Cell classes on the final placement:
Bar = 20 um.
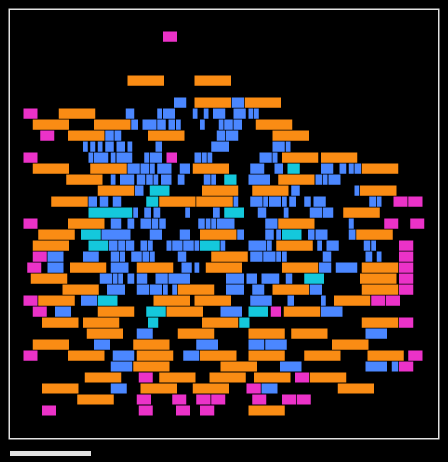
Clock distribution:
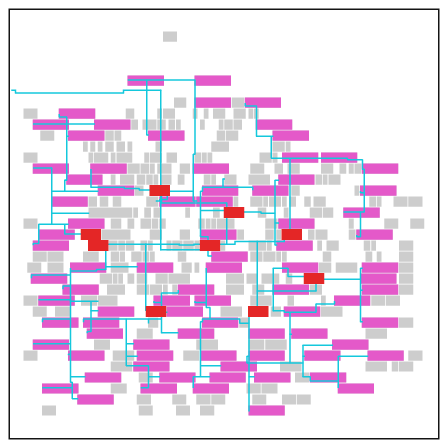
Floorplan with the power grid:
Pins as bars on the die edge. Tap cells in grey.
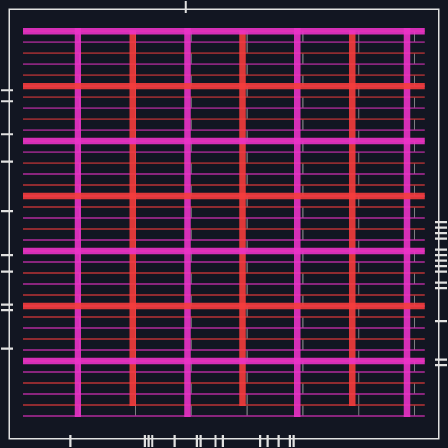
Where the registers sit:
Other sequential cells in the stronger grey, the rest of the logic in the fainter grey.
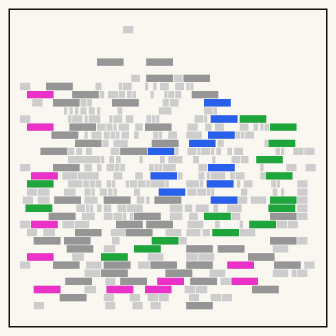
$ cat config.mk
export PLATFORM = sky130hd
export DESIGN_NAME = cam_capture
export DESIGN_NICKNAME = d
export VERILOG_FILES = /design/src/rtl/cam_pkg.sv /design/src/rtl/sync_edge_det.sv /design/src/rtl/cam_capture.sv
export SDC_FILE = /design/constraint.sdc
export NUM_CORES = 1
export LEC_CHECK = 0
export CAP_MARGIN = 0
export CORE_MARGIN = 3
export CORE_UTILIZATION = 35
export CTS_CLUSTER_DIAMETER = 30
export DETAILED_ROUTE_END_ITERATION = 10
export PLACE_DENSITY_LB_ADDON = 0.3
export SLEW_MARGIN = 25
export SYNTH_ARGS = -nofsm -noshare
export SYNTH_HDL_FRONTEND = slang
export SYNTH_SLANG_ARGS = --single-unit
$ cat constraint.sdc
create_clock -name clk -period 6.2 [get_ports clk]
set_input_delay 1.55 -clock clk [delete_from_list [all_inputs] [get_ports clk]]
set_output_delay 1.55 -clock clk [all_outputs]
set_load 0.05 [all_outputs]
$ cat src/rtl/cam_pkg.sv
// Shared types and helpers for the camera capture block.
// Holds the capture FSM state encoding, default image geometry and the
// RGB565 -> RGB332 pixel conversion used when a byte pair is complete.
package cam_pkg;

  typedef enum logic [1:0] {
    IDLE,
    WAIT_FRAME,
    LINE_B1,
    LINE_B2
  } cam_state_e;

  localparam int IMG_W_DEF = 160;
  localparam int IMG_H_DEF = 120;
  localparam int AW_DEF    = 15;

  // Keeps the top three red bits, the top three green bits (which sit in the
  // low bits of the high byte) and the top two blue bits of the low byte.
  function automatic logic [7:0] rgb565_to_rgb332(input logic [7:0] hi,
                                                  input logic [7:0] lo);
    logic unused_bits;
    unused_bits = ^{hi[4:3], lo[7:5], lo[2:0]};
    return {hi[7:5], hi[2:0], lo[4:3]};
  endfunction

endpackage

$ cat src/rtl/sync_edge_det.sv
// Synchronizer for the camera pins plus pixel-clock rising-edge detector.
// pclk, href, vsync and the data byte travel through one shared flop chain so
// that all eleven bits arrive in the system domain on the same cycle.
module sync_edge_det #(
  parameter int SYNC_STAGES = 2
) (
  input  logic       clk,
  input  logic       rst,
  input  logic       pclk_in,
  input  logic       href_in,
  input  logic       vsync_in,
  input  logic [7:0] data_in,
  output logic       href_o,
  output logic       vsync_o,
  output logic [7:0] data_o,
  output logic       pclk_rise
);

  logic [10:0] sync_q [SYNC_STAGES];
  logic [10:0] sync_d [SYNC_STAGES];
  logic        pclk_prev_q;
  logic        pclk_prev_d;

  // Shift the packed camera bits one stage per clk and remember last pclk.
  always_comb begin
    sync_d[0] = {pclk_in, href_in, vsync_in, data_in};
    for (int i = 1; i < SYNC_STAGES; i++) begin
      sync_d[i] = sync_q[i-1];
    end
    pclk_prev_d = sync_q[SYNC_STAGES-1][10];
  end

  // Synchronizer chain and edge-detect register.
  always_ff @(posedge clk or posedge rst) begin
    if (rst) begin
      for (int i = 0; i < SYNC_STAGES; i++) begin
        sync_q[i] <= '0;
      end
      pclk_prev_q <= 1'b0;
    end else begin
      for (int i = 0; i < SYNC_STAGES; i++) begin
        sync_q[i] <= sync_d[i];
      end
      pclk_prev_q <= pclk_prev_d;
    end
  end

  assign pclk_rise = sync_q[SYNC_STAGES-1][10] & ~pclk_prev_q;
  assign href_o    = sync_q[SYNC_STAGES-1][9];
  assign vsync_o   = sync_q[SYNC_STAGES-1][8];
  assign data_o    = sync_q[SYNC_STAGES-1][7:0];

endmodule

$ cat src/rtl/cam_capture.sv
// Camera capture: turns the OV7670-style byte stream into RGB332 frame-buffer
// writes in raster order. Camera pins are sampled as data in the clk domain.
// Optional feature macro: CAM_ERR_EN adds the sticky err_line output that
// flags malformed lines and frames cut short by an early vsync.
module cam_capture #(
  parameter int AW          = 15,
  parameter int IMG_W       = 160,
  parameter int IMG_H       = 120,
  parameter int SYNC_STAGES = 2
) (
  input  logic          clk,
  input  logic          rst,
  input  logic          capture_en,
  input  logic          CAM_pclk,
  input  logic          CAM_vsync,
  input  logic          CAM_href,
  input  logic [7:0]    CAM_px_data,
  output logic [AW-1:0] mem_addr,
  output logic [7:0]    mem_data,
  output logic          mem_we,
  output logic          frame_done
`ifdef CAM_ERR_EN
  ,
  output logic          err_line
`endif
);

  import cam_pkg::*;

  localparam int PW = $clog2(IMG_W + 1);
  localparam int LW = $clog2(IMG_H + 1);
  localparam logic [PW-1:0] PX_MAX   = PW'(IMG_W);
  localparam logic [LW-1:0] LN_LAST  = LW'(IMG_H - 1);
  localparam logic [AW-1:0] ROW_STEP = AW'(IMG_W);

  logic       s_href;
  logic       s_vsync;
  logic [7:0] s_data;
  logic       pclk_rise;

  cam_state_e    state_q, state_d;
  logic [PW-1:0] px_cnt_q, px_cnt_d;
  logic [LW-1:0] line_cnt_q, line_cnt_d;
  logic [AW-1:0] line_base_q, line_base_d;
  logic [7:0]    hi_q, hi_d;
  logic          byte_seen_q, byte_seen_d;
  logic          vsync_prev_q, vsync_prev_d;
  logic [AW-1:0] mem_addr_q, mem_addr_d;
  logic [7:0]    mem_data_q, mem_data_d;
  logic          mem_we_q, mem_we_d;
  logic          frame_done_q, frame_done_d;
`ifdef CAM_ERR_EN
  logic          err_q, err_d;
  logic          ovf_q, ovf_d;
`endif

  sync_edge_det #(
    .SYNC_STAGES(SYNC_STAGES)
  ) u_sync (
    .clk      (clk),
    .rst      (rst),
    .pclk_in  (CAM_pclk),
    .href_in  (CAM_href),
    .vsync_in (CAM_vsync),
    .data_in  (CAM_px_data),
    .href_o   (s_href),
    .vsync_o  (s_vsync),
    .data_o   (s_data),
    .pclk_rise(pclk_rise)
  );

  // Next-state and datapath: everything advances only on a pixel-clock rise.
  // line_base tracks line_cnt*IMG_W so the address needs just one adder.
  always_comb begin
    state_d      = state_q;
    px_cnt_d     = px_cnt_q;
    line_cnt_d   = line_cnt_q;
    line_base_d  = line_base_q;
    hi_d         = hi_q;
    byte_seen_d  = byte_seen_q;
    vsync_prev_d = vsync_prev_q;
    mem_addr_d   = mem_addr_q;
    mem_data_d   = mem_data_q;
    mem_we_d     = 1'b0;
    frame_done_d = 1'b0;
`ifdef CAM_ERR_EN
    err_d        = err_q;
    ovf_d        = ovf_q;
`endif
    if (pclk_rise) begin
      vsync_prev_d = s_vsync;
      case (state_q)
        IDLE: begin
          if (s_vsync) state_d = WAIT_FRAME;
        end
        WAIT_FRAME: begin
          if (vsync_prev_q && !s_vsync && capture_en) state_d = LINE_B1;
        end
        LINE_B1, LINE_B2: begin
          if (s_vsync) begin
            state_d = WAIT_FRAME;
`ifdef CAM_ERR_EN
            err_d = 1'b1;
`endif
          end else if (s_href) begin
            byte_seen_d = 1'b1;
            if (state_q == LINE_B1) begin
              hi_d    = s_data;
              state_d = LINE_B2;
`ifdef CAM_ERR_EN
              if (px_cnt_q == PX_MAX) ovf_d = 1'b1;
`endif
            end else begin
              state_d = LINE_B1;
              if (px_cnt_q != PX_MAX) begin
                mem_we_d   = 1'b1;
                mem_addr_d = line_base_q + AW'(px_cnt_q);
                mem_data_d = rgb565_to_rgb332(hi_q, s_data);
                px_cnt_d   = px_cnt_q + 1'b1;
              end
            end
          end else begin
            state_d = LINE_B1;
            if (byte_seen_q) begin
`ifdef CAM_ERR_EN
              if (state_q == LINE_B2 || px_cnt_q != PX_MAX || ovf_q) err_d = 1'b1;
              ovf_d = 1'b0;
`endif
              byte_seen_d = 1'b0;
              px_cnt_d    = '0;
              if (line_cnt_q == LN_LAST) begin
                state_d      = WAIT_FRAME;
                frame_done_d = 1'b1;
              end else begin
                line_cnt_d  = line_cnt_q + 1'b1;
                line_base_d = line_base_q + ROW_STEP;
              end
            end
          end
        end
        default: state_d = IDLE;
      endcase
      if (state_d == WAIT_FRAME) begin
        px_cnt_d    = '0;
        line_cnt_d  = '0;
        line_base_d = '0;
        byte_seen_d = 1'b0;
`ifdef CAM_ERR_EN
        ovf_d       = 1'b0;
`endif
      end
    end
  end

  // State, counters and registered frame-buffer outputs.
  always_ff @(posedge clk or posedge rst) begin
    if (rst) begin
      state_q      <= IDLE;
      px_cnt_q     <= '0;
      line_cnt_q   <= '0;
      line_base_q  <= '0;
      hi_q         <= '0;
      byte_seen_q  <= 1'b0;
      vsync_prev_q <= 1'b0;
      mem_addr_q   <= '0;
      mem_data_q   <= '0;
      mem_we_q     <= 1'b0;
      frame_done_q <= 1'b0;
`ifdef CAM_ERR_EN
      err_q        <= 1'b0;
      ovf_q        <= 1'b0;
`endif
    end else begin
      state_q      <= state_d;
      px_cnt_q     <= px_cnt_d;
      line_cnt_q   <= line_cnt_d;
      line_base_q  <= line_base_d;
      hi_q         <= hi_d;
      byte_seen_q  <= byte_seen_d;
      vsync_prev_q <= vsync_prev_d;
      mem_addr_q   <= mem_addr_d;
      mem_data_q   <= mem_data_d;
      mem_we_q     <= mem_we_d;
      frame_done_q <= frame_done_d;
`ifdef CAM_ERR_EN
      err_q        <= err_d;
      ovf_q        <= ovf_d;
`endif
    end
  end

  assign mem_addr   = mem_addr_q;
  assign mem_data   = mem_data_q;
  assign mem_we     = mem_we_q;
  assign frame_done = frame_done_q;
`ifdef CAM_ERR_EN
  assign err_line   = err_q;
`endif

endmodule
==> results.py <==
# Physical implementation metrics
metrics = {
    "outcome": {
        "status": "complete, no violations",
    },
    "worst_setup_path": {
        "path_cells": "clkdlybuf4s50_1 -> a21bo_2 -> a221o_1 -> nor4_1 -> xnor2_1 -> nor2_1",
        "rr_endpoint": "mem_addr[1]$_DFFE_PP0P_",
        "cp_max_fo": 14,
        "crit_family": "AND-OR/OR-AND gates",
        "r2r_cells": 6,
        "startpoint_type": "input pin",
        "reg2reg_from": "px_cnt_q[1]$_DFFE_PP0P_",
        "r2r_slack_ns": 4.12,
        "max_stage_delay_ns": 0.54,
        "critical_path_depth": 6,
        "end_kind": "register",
    },
    "timing": {
        "fin_ws_ns": 3.02,
        "timing.fmax_mhz": 314,
        "maxSlewViolCount": 0,
        "min_period_over_period_pct": 51.4,
        "rsz0062_at_grt": "false",
        "fin_skew_ns": 0.0127,
        "hold_slack_ns": 0.352,
        "hold_viol_final": 0,
        "tightestPinTransition_ns": 0.851,
    },
    "floorplanning": {
        "fp_util_pct": 36.9,
        "rows": 35,
        "chip_area_um2": 11200,
        "pin_count": 39,
        "die_width_um": 106,
        "fp.dieH_um": 106,
    },
    "min_path": {
        "hold_class": "register to register",
        "min_from": "u_sync.sync_d[9]$_DFF_PP0_",
        "whs_path_depth": 0,
    },
    "global_route": {
        "grt_max_degree": 46,
        "grt_pass1_wl_um": 10900,
        "grt_pass1_vias": 2242,
        "grt_remaining_overflow": 0,
        "track_usage_pct": 12.0,
        "antenna_found_initial": 0,
    },
    "yosys": {
        "ys_sh_mux_pct": 8.71,
        "synth_area_leader_cell": "dfrtp_1",
        "yosysCellCount": 282,
        "ys_area_um2": 3490,
        "yosysUniqueCellTypes": 45,
        "ys_sh_xor_pct": 6.02,
        "top_logic_kind": "simple AND/OR/NAND/NOR gates",
        "netlist_instances": 282,
        "aoi_share_pct": 7.81,
        "syn_avg_cell_area_um2": 12.4,
        "simple_gate_share_pct": 13.2,
        "ys_ff": 83,
        "area_leaders": "dfrtp_1 59%, mux2_4 5.2%, xnor2_1 4.0%",
        "ys_seq_share_pct": 59.5,
        "ys_sh_adder_pct": 2.51,
    },
    "cts": {
        "cts_htree_levels": 3,
        "cts_root_buf": "clkbuf_8",
        "tritoncts": "done",
        "cts_buffers": 9,
        "ctsResizeCount": 0,
        "cts_hold_buf": 0,
        "clkSinkCount": 83,
        "clk_path_buf_depth": 2,
        "cts.clk_slew.worst_paths_ns": 0.08,
    },
    "routing": {
        "ant_nets": 0,
        "wl_per_cell_um": 13.2,
    },
    "power_and_ir_drop": {
        "leakage_nw": 1.82,
        "p_per_area_nw_per_um2": 378,
    },
    "placement": {
        "io_buffers": 38,
        "hpwl_um": 4160,
        "gp_congestion": 0.840,
    },
    "cells_and_area": {
        "drive_above_1_share_pct": 14.5,
    },
    "job": {
        "maxCapViolations": 0,
    },
}
-- 'cell classes on the final placement' (at the start) --
class	colour	cells
remaining buffers and delay cells	magenta	40
remaining logic cells	blue	191
registers	orange	83
clock drivers and dummy loads	cyan	16

-- 'clock distribution' (at the start) --
[clock-net drivers] red | count: 9
[clock wires] cyan | length: 1020 um
[flip-flops] magenta | count: 83
routed clock nets	10

-- 'floorplan with the power grid' (at the start) --
net	colour
VSS	magenta
VDD	red
met4 straps	7
tap cells	129
signal pins	39
met5 straps	7

-- 'where the registers sit' (at the start) --
signal	colour	placed flops
line_base_q	blue	10
u_sync.sync_d	magenta	11
mem_addr	green	15
not coloured	47

kinds of logic (layout without fill, tap and decap cells):
group,Yosys count,count (layout)
buffers and inverters,14,62
xor gates and xnor gates,24,24
AOI/OAI and AO/OA,40,40
DFF,83,83
muxes,23,23
and+or+nand+nor,91,91
adders and majority gates,7,7
state kept, by name, summed over array words and instances, names as in the netlist, 2 cells and up:
| signal | cells |
|---|---|
| px_cnt_q | 8 |
| u_sync.data_o | 8 |
| u_sync.sync_d | 11 |
| mem_data | 8 |
| hi_q | 6 |
| mem_addr | 15 |
| line_base_q | 10 |
| line_cnt_q | 7 |
| state_q | 2 |
cell type report:
cell class	instances	area, um2	area share, %
Inverter	6	23.8	0.566
Sequential cell	83	2080	49.4
Timing Repair Buffer	40	395	9.41
Multi-Input combinational cell	185	1340	31.8
Clock buffer	10	138	3.27
Clock inverter	6	71.3	1.70
Tap cell	129	161	3.84
how the worst max path moves through the flow:
stage | start | endpoint | slack, ns
3_3_place_gp | capture_en | line_base_q[14]$_DFFE_PP0P_ | 2.65
6_report | capture_en | line_base_q[14]$_DFFE_PP0P_ | 3.02
5_1_grt | capture_en | line_base_q[13]$_DFFE_PP0P_ | 2.90
4_1_cts | capture_en | line_base_q[14]$_DFFE_PP0P_ | 3.03
2_1_floorplan | rst | byte_seen_q$_DFFE_PP0P_ | 2.51
3_5_place_dp | capture_en | line_base_q[14]$_DFFE_PP0P_ | 2.65
metal layers:
metal | GRT usage, % | share of wire [%]
met3 | 3.49 | 4.3
met5 | 0 | 0
met4 | 3.61 | 1.2
met2 | 18.4 | 47
met1 | 16.3 | 47
synth_stat cells (all sizes together), types with 2 or more instances:
cell type  number
nand4           6
o21ai           5
nor2b           4
ha              7
nor4            4
or4             2
nand2          24
buf             5
a21oi          16
nand3           6
xnor2          16
o211ai          6
nor2           26
xor2            8
nor3b           2
inv             6
mux2           23
and3            3
clkbuf          3
dfrtp          83
o22ai           2
nand2b          3
nor3            7
power by group:
| group | switching [mW] | internal (mW) | leakage (nW) |
|---|---|---|---|
| clock network | 0.201 | 0.201 | 0.0995 |
| registers | 0.0680 | 0.636 | 1.06 |
| logic | 0.293 | 0.189 | 0.666 |
| total | 0.562 | 1.03 | 1.82 |
worst reg2reg max path: stages (launching register included):
cell and delay (ns):
dfrtp_1 0.46, inv_1 0.07, ha_1 0.18, nand4b_1 0.12, o221a_4 0.24, and3_4 0.50
mux2_2 0.40
layout by cell type, fill, tap and decap left out, drive strengths merged, types with 3 or more instances in the layout:
master         count
a21oi             16
and3               3
clkbuf            10
clkdlybuf4s50     38
dfrtp             83
ha                 7
inv                7
mux2              23
nand2             24
nand2b             3
nand3              6
nand4              6
nor2              26
nor2b              4
nor3               7
nor4               4
o211ai             6
o21ai              5
xnor2             16
xor2               8
stage by stage:
stage | power [mW] | instance area (um2)
final | 1.59 | 4200
after global routing | 1.67 | 4200
after CTS | 1.61 | 4200
after detailed placement | 1.20 | 3990
after global placement | 1.19 | 3990
after floorplan | 1.04 | 3490
Power figures rest on the tool's default switching activity, not on a simulated workload.
